File: config.mk
export PLATFORM = sky130hd
export DESIGN_NAME = pong_match_ctrl
export DESIGN_NICKNAME = d
export VERILOG_FILES = /design/src/rtl/pong_pkg.sv /design/src/rtl/pong_frame_timer.sv /design/src/rtl/pong_match_ctrl.sv
export SDC_FILE = /design/constraint.sdc
export NUM_CORES = 1
export LEC_CHECK = 0
export ABC_AREA = 1
export ABC_CLOCK_PERIOD_IN_PS = 2100
export CAP_MARGIN = 10
export CELL_PAD_IN_SITES_DETAIL_PLACEMENT = 2
export CELL_PAD_IN_SITES_GLOBAL_PLACEMENT = 2
export CORE_ASPECT_RATIO = 1.2
export CORE_MARGIN = 2
export CORE_UTILIZATION = 28
export DETAILED_ROUTE_END_ITERATION = 10
export GPL_ROUTABILITY_DRIVEN = 1
export HOLD_SLACK_MARGIN = 0.15
export PLACE_DENSITY_LB_ADDON = 0.12
export SLEW_MARGIN = 5
export SYNTH_ARGS = -nofsm -noshare
export SYNTH_HDL_FRONTEND = slang
export SYNTH_SLANG_ARGS = --single-unit
export TNS_END_PERCENT = 20
File: constraint.sdc
create_clock -name i_Clk -period 2.1 [get_ports i_Clk]
set_clock_uncertainty 0.2 [all_clocks]
set_input_delay 0.315 -clock i_Clk [delete_from_list [all_inputs] [get_ports i_Clk]]
set_output_delay 0.315 -clock i_Clk [all_outputs]
set_load 0.005 [all_outputs]
File: src/rtl/pong_pkg.sv
// ---------------------------------------------------------------------------
// pong_pkg
// Shared definitions for the Pong match controller:
//   - state_t   : match state encoding (IDLE=0, SERVE=1, PLAY=2, PAUSED=3,
//                 GAME_OVER=4), also exported on o_State
//   - CMD_*     : UART command bytes ('S' start, 'P' pause, 'R' reset)
//   - cmd_hit() : qualifies a received byte against one command
// ---------------------------------------------------------------------------
package pong_pkg;

    typedef enum logic [2:0] {
        IDLE      = 3'd0,
        SERVE     = 3'd1,
        PLAY      = 3'd2,
        PAUSED    = 3'd3,
        GAME_OVER = 3'd4
    } state_t;

    localparam logic [7:0] CMD_START = 8'h53;
    localparam logic [7:0] CMD_PAUSE = 8'h50;
    localparam logic [7:0] CMD_RESET = 8'h52;

    // A byte is a command only on the cycle its strobe is high.
    function automatic logic cmd_hit(input logic       dv,
                                     input logic [7:0] rx_byte,
                                     input logic [7:0] cmd);
        return dv && (rx_byte == cmd);
    endfunction

endpackage

File: src/rtl/pong_frame_timer.sv
// ---------------------------------------------------------------------------
// pong_frame_timer
// Counts frame ticks up to TERMINAL with clear and freeze.
//   clk, rst_n  : clock, asynchronous active-low reset
//   clear       : synchronous clear to 0 (wins over counting)
//   run         : count enable; when low the count is frozen
//   frame_tick  : one-cycle frame pulse
//   done        : combinational pulse on the tick that reaches TERMINAL
// The counter wraps to 0 on that tick, so it is ready for reuse.
// done deliberately does not look at clear: the owner only clears the timer
// while it is not running, which keeps the owner's next-state logic free of
// a combinational loop through clear.
// ---------------------------------------------------------------------------
module pong_frame_timer #(
    parameter int TERMINAL = 60
) (
    input  logic clk,
    input  logic rst_n,
    input  logic clear,
    input  logic run,
    input  logic frame_tick,
    output logic done
);
    localparam int CW = (TERMINAL < 2) ? 1 : $clog2(TERMINAL);

    logic [CW-1:0] count;
    logic          at_last;

    assign at_last = (count == CW'(TERMINAL - 1));
    assign done    = run && frame_tick && at_last;

    always_ff @(posedge clk or negedge rst_n) begin
        if (!rst_n) begin
            count <= '0;
        end else if (clear) begin
            count <= '0;
        end else if (run && frame_tick) begin
            count <= at_last ? '0 : count + CW'(1);
        end
    end
endmodule

File: src/rtl/pong_match_ctrl.sv
// ---------------------------------------------------------------------------
// pong_match_ctrl
// Match controller for Pong: game state, per-player scores, serve delay and
// UART command handling for 2..4 players.
// Ports:
//   i_Clk, i_Rst_L   : clock, asynchronous active-low reset
//   i_RX_DV/i_RX_Byte: UART command strobe and byte ('S','P','R')
//   i_Frame_Tick     : one pulse per video frame
//   i_Point          : bit p pulses to credit player p
//   o_State          : current state (pong_pkg::state_t encoding)
//   o_Game_Active    : high in PLAY
//   o_Ball_Release   : one-cycle pulse when a serve delay completes
//   o_Scores         : player p at [p*SCORE_WIDTH +: SCORE_WIDTH]
//   o_Winner_Valid   : high in GAME_OVER
//   o_Winner_Id      : winning player, valid with o_Winner_Valid
// Strobes are single-cycle and always accepted; there is no back-pressure.
// Priority in one cycle: RESET > PAUSE/START > point.
// Optional build macro PONG_PAUSE_TIMEOUT_EN: PAUSED falls back to IDLE
// after IDLE_TIMEOUT_FRAMES frame ticks without a command.
// Parameter legality: NUM_PLAYERS 2..4, 1 <= WIN_SCORE < 2**SCORE_WIDTH,
// SERVE_DELAY_FRAMES >= 1.
// ---------------------------------------------------------------------------
module pong_match_ctrl
    import pong_pkg::*;
#(
    parameter int NUM_PLAYERS         = 2,
    parameter int SCORE_WIDTH         = 4,
    parameter int WIN_SCORE           = 9,
    parameter int SERVE_DELAY_FRAMES  = 60,
    parameter int IDLE_TIMEOUT_FRAMES = 1800
) (
    input  logic                               i_Clk,
    input  logic                               i_Rst_L,
    input  logic                               i_RX_DV,
    input  logic [7:0]                         i_RX_Byte,
    input  logic                               i_Frame_Tick,
    input  logic [NUM_PLAYERS-1:0]             i_Point,
    output logic [2:0]                         o_State,
    output logic                               o_Game_Active,
    output logic                               o_Ball_Release,
    output logic [NUM_PLAYERS*SCORE_WIDTH-1:0] o_Scores,
    output logic                               o_Winner_Valid,
    output logic [((NUM_PLAYERS > 2) ? 2 : 1)-1:0] o_Winner_Id
);
    localparam int IDW = (NUM_PLAYERS > 2) ? 2 : 1;

    state_t                  state, state_next;
    state_t                  ret_state, ret_next;   // where PAUSED returns to
    logic [SCORE_WIDTH-1:0]  scores [NUM_PLAYERS];
    logic [IDW-1:0]          winner_id;
    logic                    game_active, ball_release, winner_valid;

    logic                    is_start, is_pause, is_reset, any_cmd;
    logic                    point_any;
    logic [IDW-1:0]          point_idx;
    logic [SCORE_WIDTH-1:0]  new_score;
    logic                    do_clear, do_inc, latch_win;
    logic                    serve_clear, serve_run, serve_done;
    logic                    timeout_done;

    assign is_start  = cmd_hit(i_RX_DV, i_RX_Byte, CMD_START);
    assign is_pause  = cmd_hit(i_RX_DV, i_RX_Byte, CMD_PAUSE);
    assign is_reset  = cmd_hit(i_RX_DV, i_RX_Byte, CMD_RESET);
    assign any_cmd   = is_start || is_pause || is_reset;
    assign point_any = |i_Point;

    // Lowest set bit wins: scan from the top so the last hit is the lowest.
    always_comb begin
        point_idx = '0;
        for (int p = NUM_PLAYERS - 1; p >= 0; p--) begin
            if (i_Point[p]) point_idx = IDW'(p);
        end
    end

    assign new_score = scores[point_idx] + SCORE_WIDTH'(1);

    // ---------------------------------------------------------------------
    // Serve delay. The counter is cleared on a fresh entry to SERVE but not
    // when returning from PAUSED, so a paused serve resumes where it froze.
    // A PAUSE or RESET in the same cycle as a tick stops that tick counting.
    // ---------------------------------------------------------------------
    assign serve_run   = (state == SERVE) && !is_pause && !is_reset;
    assign serve_clear = (state_next == SERVE) && (state != SERVE) &&
                         (state != PAUSED);

    pong_frame_timer #(
        .TERMINAL (SERVE_DELAY_FRAMES)
    ) u_serve_timer (
        .clk        (i_Clk),
        .rst_n      (i_Rst_L),
        .clear      (serve_clear),
        .run        (serve_run),
        .frame_tick (i_Frame_Tick),
        .done       (serve_done)
    );

`ifdef PONG_PAUSE_TIMEOUT_EN
    // Counts only while parked in PAUSED with no command this cycle; held
    // at zero in every other state so each pause starts a fresh count.
    pong_frame_timer #(
        .TERMINAL (IDLE_TIMEOUT_FRAMES)
    ) u_pause_timer (
        .clk        (i_Clk),
        .rst_n      (i_Rst_L),
        .clear      (state != PAUSED),
        .run        ((state == PAUSED) && !any_cmd),
        .frame_tick (i_Frame_Tick),
        .done       (timeout_done)
    );
`else
    localparam int unused_idle_timeout = IDLE_TIMEOUT_FRAMES;
    logic unused_any_cmd;
    assign unused_any_cmd = any_cmd;
    assign timeout_done   = 1'b0;
`endif

    // ---------------------------------------------------------------------
    // Next-state logic
    // ---------------------------------------------------------------------
    always_comb begin
        state_next = state;
        ret_next   = ret_state;
        do_clear   = 1'b0;
        do_inc     = 1'b0;
        latch_win  = 1'b0;
        if (is_reset) begin
            state_next = IDLE;
            do_clear   = 1'b1;
        end else begin
            case (state)
                IDLE: begin
                    if (is_start) begin
                        state_next = SERVE;
                        do_clear   = 1'b1;
                    end
                end
                SERVE: begin
                    if (is_pause) begin
                        state_next = PAUSED;
                        ret_next   = SERVE;
                    end else if (serve_done) begin
                        state_next = PLAY;
                    end
                end
                PLAY: begin
                    if (is_pause) begin
                        state_next = PAUSED;
                        ret_next   = PLAY;
                    end else if (point_any) begin
                        do_inc = 1'b1;
                        if (new_score == SCORE_WIDTH'(WIN_SCORE)) begin
                            state_next = GAME_OVER;
                            latch_win  = 1'b1;
                        end else begin
                            state_next = SERVE;
                        end
                    end
                end
                PAUSED: begin
                    if (is_pause || is_start) begin
                        state_next = ret_state;
                    end else if (timeout_done) begin
                        state_next = IDLE;
                        do_clear   = 1'b1;
                    end
                end
                GAME_OVER: begin
                    if (is_start) begin
                        state_next = SERVE;
                        do_clear   = 1'b1;
                    end
                end
                default: begin
                    state_next = IDLE;
                    do_clear   = 1'b1;
                end
            endcase
        end
    end

    // ---------------------------------------------------------------------
    // Registers. Status flags are computed from state_next so every output
    // comes straight from a flop and lines up with o_State.
    // ---------------------------------------------------------------------
    always_ff @(posedge i_Clk or negedge i_Rst_L) begin
        if (!i_Rst_L) begin
            state        <= IDLE;
            ret_state    <= IDLE;
            winner_id    <= '0;
            game_active  <= 1'b0;
            ball_release <= 1'b0;
            winner_valid <= 1'b0;
            for (int p = 0; p < NUM_PLAYERS; p++) begin
                scores[p] <= '0;
            end
        end else begin
            state        <= state_next;
            ret_state    <= ret_next;
            game_active  <= (state_next == PLAY);
            // Only a completed serve releases the ball; resuming from
            // PAUSED into PLAY does not.
            ball_release <= (state == SERVE) && (state_next == PLAY);
            winner_valid <= (state_next == GAME_OVER);
            if (do_clear) begin
                winner_id <= '0;
            end else if (latch_win) begin
                winner_id <= point_idx;
            end
            for (int p = 0; p < NUM_PLAYERS; p++) begin
                if (do_clear) begin
                    scores[p] <= '0;
                end else if (do_inc && (point_idx == IDW'(p))) begin
                    scores[p] <= new_score;
                end
            end
        end
    end

    assign o_State        = state;
    assign o_Game_Active  = game_active;
    assign o_Ball_Release = ball_release;
    assign o_Winner_Valid = winner_valid;
    assign o_Winner_Id    = winner_id;

    for (genvar p = 0; p < NUM_PLAYERS; p++) begin : g_scores
        assign o_Scores[p*SCORE_WIDTH +: SCORE_WIDTH] = scores[p];
    end
endmodule
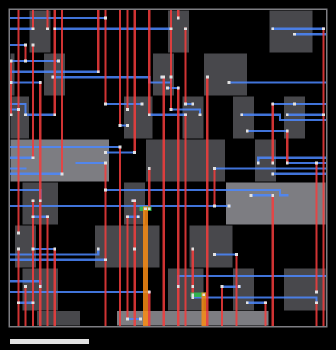
Fig. 1. A small window of the routed layout.
Bar = 5 um. Window x 25 to 45, y 48 to 68 um. Cells in grey, sequential cells in the stronger grey; small squares are vias.
[met4] orange
[met2] red
[met3] green
[met1] blue
cells with their middle in the window: 24
most frequent: inv_1 (5)
sequential cells in the window: 2
netlist names of flops here include: o_Winner_Valid (1), u_serve_timer.count (1)

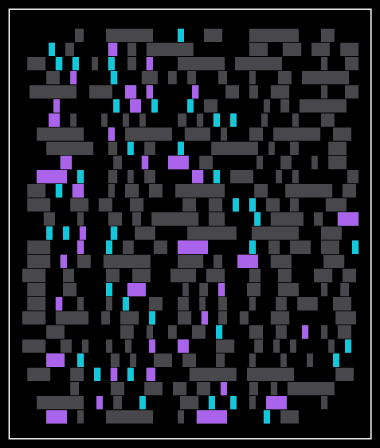
Fig. 2. Logic cells by family.
[NOR gates] purple | cells: 37
[inverters] cyan | cells: 38
most instantiated logic cell after routing: nand2_1
Final Non-Filler Cells: 338
logic share of the area: 38.71%

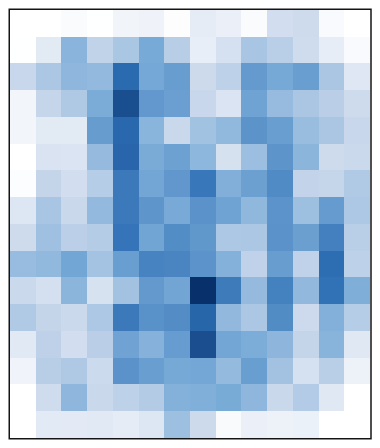
Fig. 3. Wire density map.
14 x 16 tiles, from white (low) to dark blue (high), scaled to the fullest tile. Values are wire area over tile area, all layers added.
densest ninth of the die: centre
mean over tiles: 0.16
nearly empty tiles: 5.8%

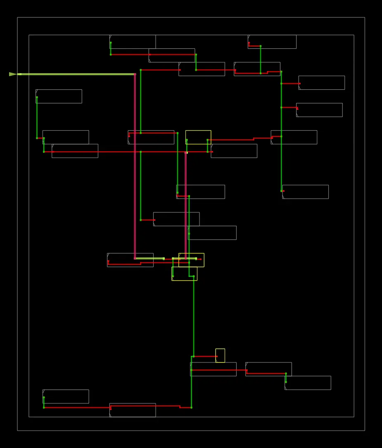
Fig. 4. The clock network.
Inserted Clock Buffers: 3
Power Clock: 302 uW
clock sinks: 23

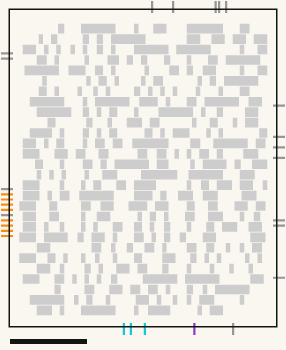
Fig. 5. I/O pins on the die edge.
Bar = 20 um. Pins as bars across the die edge, other pins in grey.
[o_State] cyan | pins: 3 | direction: output | edge: south
[o_Winner_Id] purple | pins: 1 | direction: output | edge: south
[i_RX_Byte] orange | pins: 8 | direction: input | edge: west
all pins by edge: 12 west, 7 east, 5 north, 5 south

## worst reg2reg max path, stage by stage, from the launching register on
cell,delay (ps)
dfrtp_1,400
nand3_2,110
nand2_4,110
buf_4,130
nand3_2,90
nand2_1,100
nand2_1,80
nand3_1,100
nand2_2,80
nand2_2,90
nand3_2,110
nor2_4,230
nor2_1,80
## stage by stage
stage          cells  utilization, %  setup WS, ps
2_1_floorplan    207               -         173.3
3_3_place_gp     323           40.48        -374.8
3_5_place_dp     323           40.48        -453.7
4_1_cts          327           41.84        -21.15
5_1_grt          338           47.44        -146.7
6_report         338           47.44         23.86
## flip-flops by register name (all words and copies together) (netlist names)
| register | cells |
|---|---|
| ret_state | 2 |
| u_serve_timer.count | 6 |
| o_Scores | 8 |
| o_Winner_Id | 1 |
| o_Game_Active | 1 |
| o_Ball_Release | 1 |
| o_State | 3 |
| o_Winner_Valid | 1 |
## routing by layer
metal / part of all wire (%) / routed length [um]
met3: 1.7 / 101
met2: 59 / 3420
met5: 0 / 0
met4: 2.3 / 136
met1: 37 / 2159
## report_power, final
group	internal, uW	switching [uW]	total, uW
Sequential	469	31.7	500
Clock	133	169	302
Combinational	146	169	315
## worst min-delay path by stage
stage                                  end  slack, ps  cells after the start
finish              u_serve_timer.count[0]        190                      2
global route        u_serve_timer.count[0]        230                      2
CTS                 u_serve_timer.count[0]        210                      2
detailed placement            ret_state[1]        300                      2
global placement              ret_state[1]        270                      2
floorplan                   o_Ball_Release       -180                      0
## final cells by class
cell class,count,area share (%)
repair buffers,67,25.31
clock inverters,1,0.2136
clock buffers,3,1.762
multi-input cells,146,38.71
well taps,60,3.203
inverters,38,6.086
flip-flops and latches,23,24.72
## timing repair
item	4_1_cts	5_1_grt
setup buffers	0	11
setup endpoints to repair	15	17
resized	9	58
pin swaps	2	28
==> flow_metrics.tcl <==
# metrics dict for downstream scripts
set metrics [dict create \
    status "complete, no violations" \
    final_cell_area_mm2 0.002344 \
    tool_warnings 29 \
    cts_tree "yes" \
    yosysChipArea_mm2 0.001434 \
    worstMarginPinSlew_ps 375.0 \
    reg2reg_to "u_serve_timer.count[1]" \
    hpwlAfterDp_um 4010 \
    finalSetupViolCount 0 \
    timing.fmax_ghz 0.4817 \
    yosysTopAreaCell "dfrtp_1" \
    nets 296 \
    p_leak_uw 0.001201 \
    maxCapViolations 0 \
    ys.warnings.count 0 \
    postSynthCellCount 207 \
    crit_cells 13 \
    async_flop_share_pct 100.0 \
    post_dp_cell_area_mm2 0.001999 \
    antennaDiodeCount 0 \
    yosys_cells 207 \
    die_h_um 82.39 \
    rsz0062_at_grt "yes" \
    first_pass_iters 4 \
    relSlewSlack_pct 74.77 \
    cp.arrival_ps 2040 \
    wl_um 5817 \
    crit_slowest_cell "clkdlybuf4s50_1" \
    r2r_slack_ps 90 \
    antenna_found_initial 0 \
    grt_max_degree 24 \
    critPathKind "in -> reg" \
    gp_congestion 0.7709 \
    grt_pass1_vias 1774 \
    synthToLayoutAreaGrowth_pct 63.44 \
    cp_cell_sequence "clkdlybuf4s50_1, inv_1, nor2_1, nand4_1, inv_2, nand2_1, o21ai_0, nor2_2, buf_4, o21ai_2, inv_2, nand2_1, o21ai_0" \
    path_delay_family "buffers and inverters" \
    synth.area.mux_share_pct 0 \
    register_area_um2 579.3 \
    die_x_um 69.33 \
]
Power figures rest on the tool's default switching activity, not on a simulated workload.
